`config.mk`:
```
export PLATFORM = sky130hd
export DESIGN_NAME = muldiv_unit
export DESIGN_NICKNAME = d
export VERILOG_FILES = /design/src/rtl/muldiv_unit.sv
export SDC_FILE = /design/constraint.sdc
export NUM_CORES = 1
export LEC_CHECK = 0
export ABC_CLOCK_PERIOD_IN_PS = 15900
export CAP_MARGIN = 5
export CORE_UTILIZATION = 50
export CTS_CLUSTER_SIZE = 8
export DETAILED_ROUTE_END_ITERATION = 12
export PLACE_DENSITY = 0.71
export SLEW_MARGIN = 20
export SYNTH_ARGS = -nofsm -noshare
export SYNTH_HDL_FRONTEND = slang
export SYNTH_SLANG_ARGS = --single-unit
```
`constraint.sdc`:
```
create_clock -name clk -period 15.9 [get_ports clk]
set_clock_uncertainty 0.1 [all_clocks]
set_input_delay 1.59 -clock clk [delete_from_list [all_inputs] [get_ports clk]]
set_output_delay 1.59 -clock clk [all_outputs]
set_load 0.01 [all_outputs]
```
`src/rtl/muldiv_unit.sv`:
```
// muldiv_unit: iterative 32x32 multiply / divide with architectural HI/LO.
// One iteration per cycle for 32 cycles (shift-add multiply, restoring divide)
// on 33-bit operand magnitudes. The signed result fix-up and the write to
// HI/LO both happen on the final iteration edge.
module muldiv_unit (
  input  logic        clk,
  input  logic        reset,
  input  logic        start,
  input  logic        op,
  input  logic        sign,
  input  logic [31:0] a,
  input  logic [31:0] b,
  input  logic        mthi,
  input  logic        mtlo,
  input  logic [31:0] wdata,
  output logic        busy,
  output logic        done,
  output logic [31:0] hi,
  output logic [31:0] lo
);

  typedef enum logic [1:0] {
    S_IDLE = 2'd0,
    S_BUSY = 2'd1,
    S_DONE = 2'd2
  } state_t;

  state_t      r_state;
  logic [5:0]  r_cnt;
  logic        r_op;
  logic        r_neg_res;   // signed op whose operands differ in sign
  logic        r_neg_a;     // signed op with a negative dividend
  logic        r_dz;        // divisor was zero
  logic [32:0] r_ma;        // |a|
  logic [32:0] r_mb;        // |b|
  logic [32:0] r_acc;       // product upper half / partial remainder
  logic [31:0] r_q;         // multiplier bits / dividend bits then quotient
  logic [31:0] r_hi;
  logic [31:0] r_lo;
  logic        r_busy;
  logic        r_done;

  logic [32:0] w_a_ext, w_b_ext, w_a_mag, w_b_mag;
  logic [33:0] w_sum;
  logic [32:0] w_shift, w_diff, w_acc_nx;
  logic        w_ge;
  logic [31:0] w_q_nx, w_quot, w_rem, w_res_hi, w_res_lo;
  logic [63:0] w_prod, w_prod_fix;

  // Operand magnitudes on the 33-bit path, one datapath iteration, and the sign-fixed result.
  always_comb begin
    w_a_ext = sign ? {a[31], a} : {1'b0, a};
    w_b_ext = sign ? {b[31], b} : {1'b0, b};
    w_a_mag = (sign && a[31]) ? (33'd0 - w_a_ext) : w_a_ext;
    w_b_mag = (sign && b[31]) ? (33'd0 - w_b_ext) : w_b_ext;

    w_sum   = {1'b0, r_acc} + (r_q[0] ? {1'b0, r_ma} : 34'd0);
    w_shift = {r_acc[31:0], r_q[31]};
    w_diff  = w_shift - r_mb;
    w_ge    = (w_shift >= r_mb);

    if (!r_op) begin
      w_acc_nx = w_sum[33:1];
      w_q_nx   = {w_sum[0], r_q[31:1]};
    end else if (w_ge) begin
      w_acc_nx = w_diff;
      w_q_nx   = {r_q[30:0], 1'b1};
    end else begin
      w_acc_nx = w_shift;
      w_q_nx   = {r_q[30:0], 1'b0};
    end

    w_prod     = {w_acc_nx[31:0], w_q_nx};
    w_prod_fix = r_neg_res ? (64'd0 - w_prod) : w_prod;
    // A zero divisor yields all-ones; remainder path already returns the dividend.
    if (r_dz) begin
      w_quot = 32'hFFFF_FFFF;
    end else if (r_neg_res) begin
      w_quot = 32'd0 - w_q_nx;
    end else begin
      w_quot = w_q_nx;
    end
    w_rem = r_neg_a ? (32'd0 - w_acc_nx[31:0]) : w_acc_nx[31:0];

    if (r_op) begin
      w_res_hi = w_rem;
      w_res_lo = w_quot;
    end else begin
      w_res_hi = w_prod_fix[63:32];
      w_res_lo = w_prod_fix[31:0];
    end
  end

  // Control FSM, iteration registers and architectural HI/LO.
  always_ff @(posedge clk) begin
    if (reset) begin
      r_state   <= S_IDLE;
      r_cnt     <= 6'd0;
      r_op      <= 1'b0;
      r_neg_res <= 1'b0;
      r_neg_a   <= 1'b0;
      r_dz      <= 1'b0;
      r_ma      <= 33'd0;
      r_mb      <= 33'd0;
      r_acc     <= 33'd0;
      r_q       <= 32'd0;
      r_hi      <= 32'd0;
      r_lo      <= 32'd0;
      r_busy    <= 1'b0;
      r_done    <= 1'b0;
    end else begin
      case (r_state)
        S_IDLE: begin
          r_done <= 1'b0;
          if (start) begin
            r_state   <= S_BUSY;
            r_busy    <= 1'b1;
            r_cnt     <= 6'd0;
            r_op      <= op;
            r_neg_res <= sign & (a[31] ^ b[31]);
            r_neg_a   <= sign & a[31];
            r_dz      <= (b == 32'd0);
            r_ma      <= w_a_mag;
            r_mb      <= w_b_mag;
            r_acc     <= 33'd0;
            r_q       <= op ? w_a_mag[31:0] : w_b_mag[31:0];
          end else begin
            r_busy <= 1'b0;
            if (mthi) r_hi <= wdata;
            if (mtlo) r_lo <= wdata;
          end
        end
        S_BUSY: begin
          r_acc <= w_acc_nx;
          r_q   <= w_q_nx;
          if (r_cnt == 6'd31) begin
            r_state <= S_DONE;
            r_cnt   <= 6'd0;
            r_hi    <= w_res_hi;
            r_lo    <= w_res_lo;
            r_done  <= 1'b1;
          end else begin
            r_cnt <= r_cnt + 6'd1;
          end
        end
        S_DONE: begin
          r_state <= S_IDLE;
          r_busy  <= 1'b0;
          r_done  <= 1'b0;
        end
        default: begin
          r_state <= S_IDLE;
          r_busy  <= 1'b0;
          r_done  <= 1'b0;
        end
      endcase
    end
  end

  assign busy = r_busy;
  assign done = r_done;
  assign hi   = r_hi;
  assign lo   = r_lo;

endmodule

```
==> Slide: Implementation Results <==
Flow Results at a Glance

Timing
  – Final setup fails: 0
  – Sum Neg Setup Slack: 0 ns
  – Fmax achieved: 174 MHz

Layout
  – CLK BUF: 34
  – Bufs w/o clock: 191
  – Fillers: 3177

Power and ir drop
  – Sequential power share: about a third
  – Pint: 1.11 mW
  – Max IR drop VDD: just over 90 uV
  – Overall power: 1.77 mW

Synth
  – Post-Syn Nets: 2458
  – Most used flip-flop cell: dfxtp_1
  – Number of synthesized register bits: about 210
  – Area leader share: 24.8%
  – Area reported by Yosys stat: 16900 um2

Floorplanning
  – Initial Util: 51.3%
  – DIE AREA: 34500 um2
  – Die width: roughly 190 um

Clocking
  – Num CTS Buffers: 30
  – Worst-path clk slew: 0.05 ns

Routing
  – Drt first-iter violations: 2330
  – First-pass DRT Iterations: 6

Placement
  – Cell Area, Placed: 18600 um2

Critical path
  – Crit path to: hi[25]
  – WP buf/inv: 0
  – Crit path DAT: 6.10 ns

Global route
  – Grt peak-use layer: met2

Run status
  – Status: completed
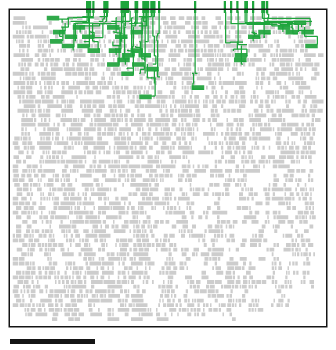
(nets reached from selected ports)
Scale bar: 50 um.
Green stands for lo, bits 32, direction output, edge top, end cells 32, buffers 32, wire 1200 um.
# port buffers: 168
I/O pin count: 169

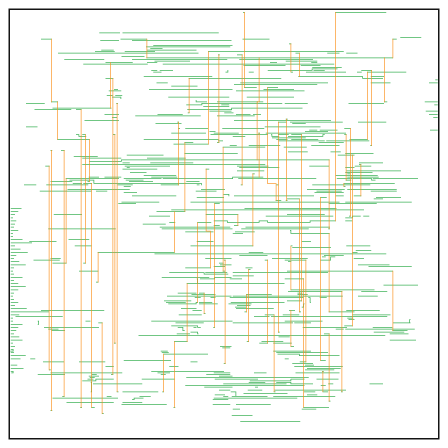
(routed metal, one colour a layer)
Only two layers are drawn.
Green stands for met3, wire length 6610 um. Orange stands for met4, wire length 2910 um.
GRT Util Overall: 38.5%
Routed WL per cell: 24.3 um
WL final: 67.8 mm
vias: 18600

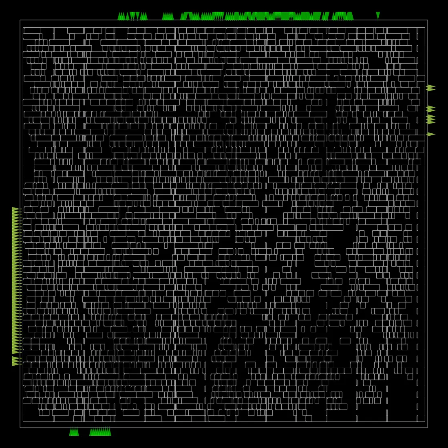
(placed standard cells)
Core ar.: 32900 um2
post-layout util: 59.2%

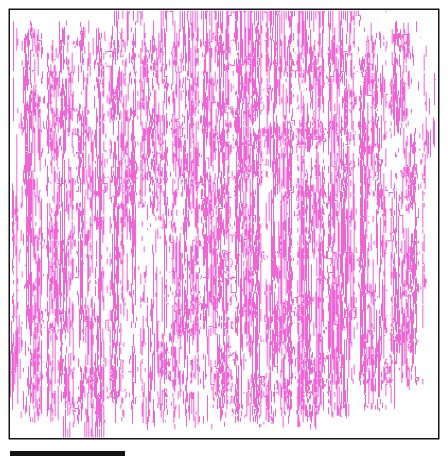
(signal wires on met2)
Scale bar: 50 um.
The layer carries 29.7 mm of wire. The layer holds 44% of the routed length. 2148 nets have wire on it. The wires run mostly vertical. The longest straight run is 115 um.
GR met2 Demand/Resource: 59.7%

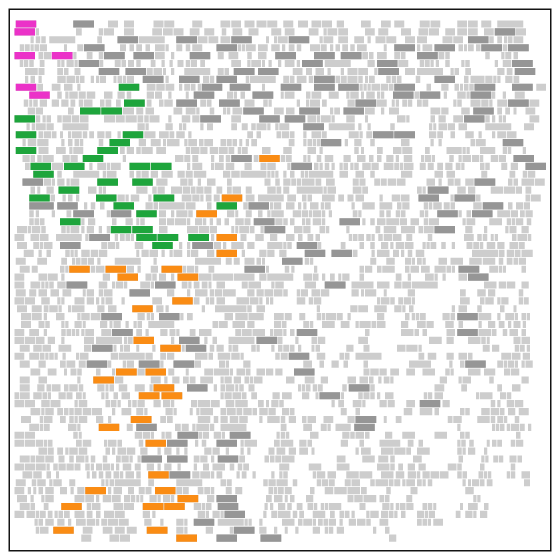
(sequential cells grouped by signal name)
Other sequential cells in the stronger grey, the rest of the logic in the fainter grey.
Green stands for r_q, flops 32. Magenta stands for r_cnt, flops 6, where top left. Orange stands for r_ma, flops 33.
fraction of area in registers: 21.5%
Register Area: 4190 um2
Seq. pwr: 0.600 mW

Power is estimated from default activity; no workload was simulated.
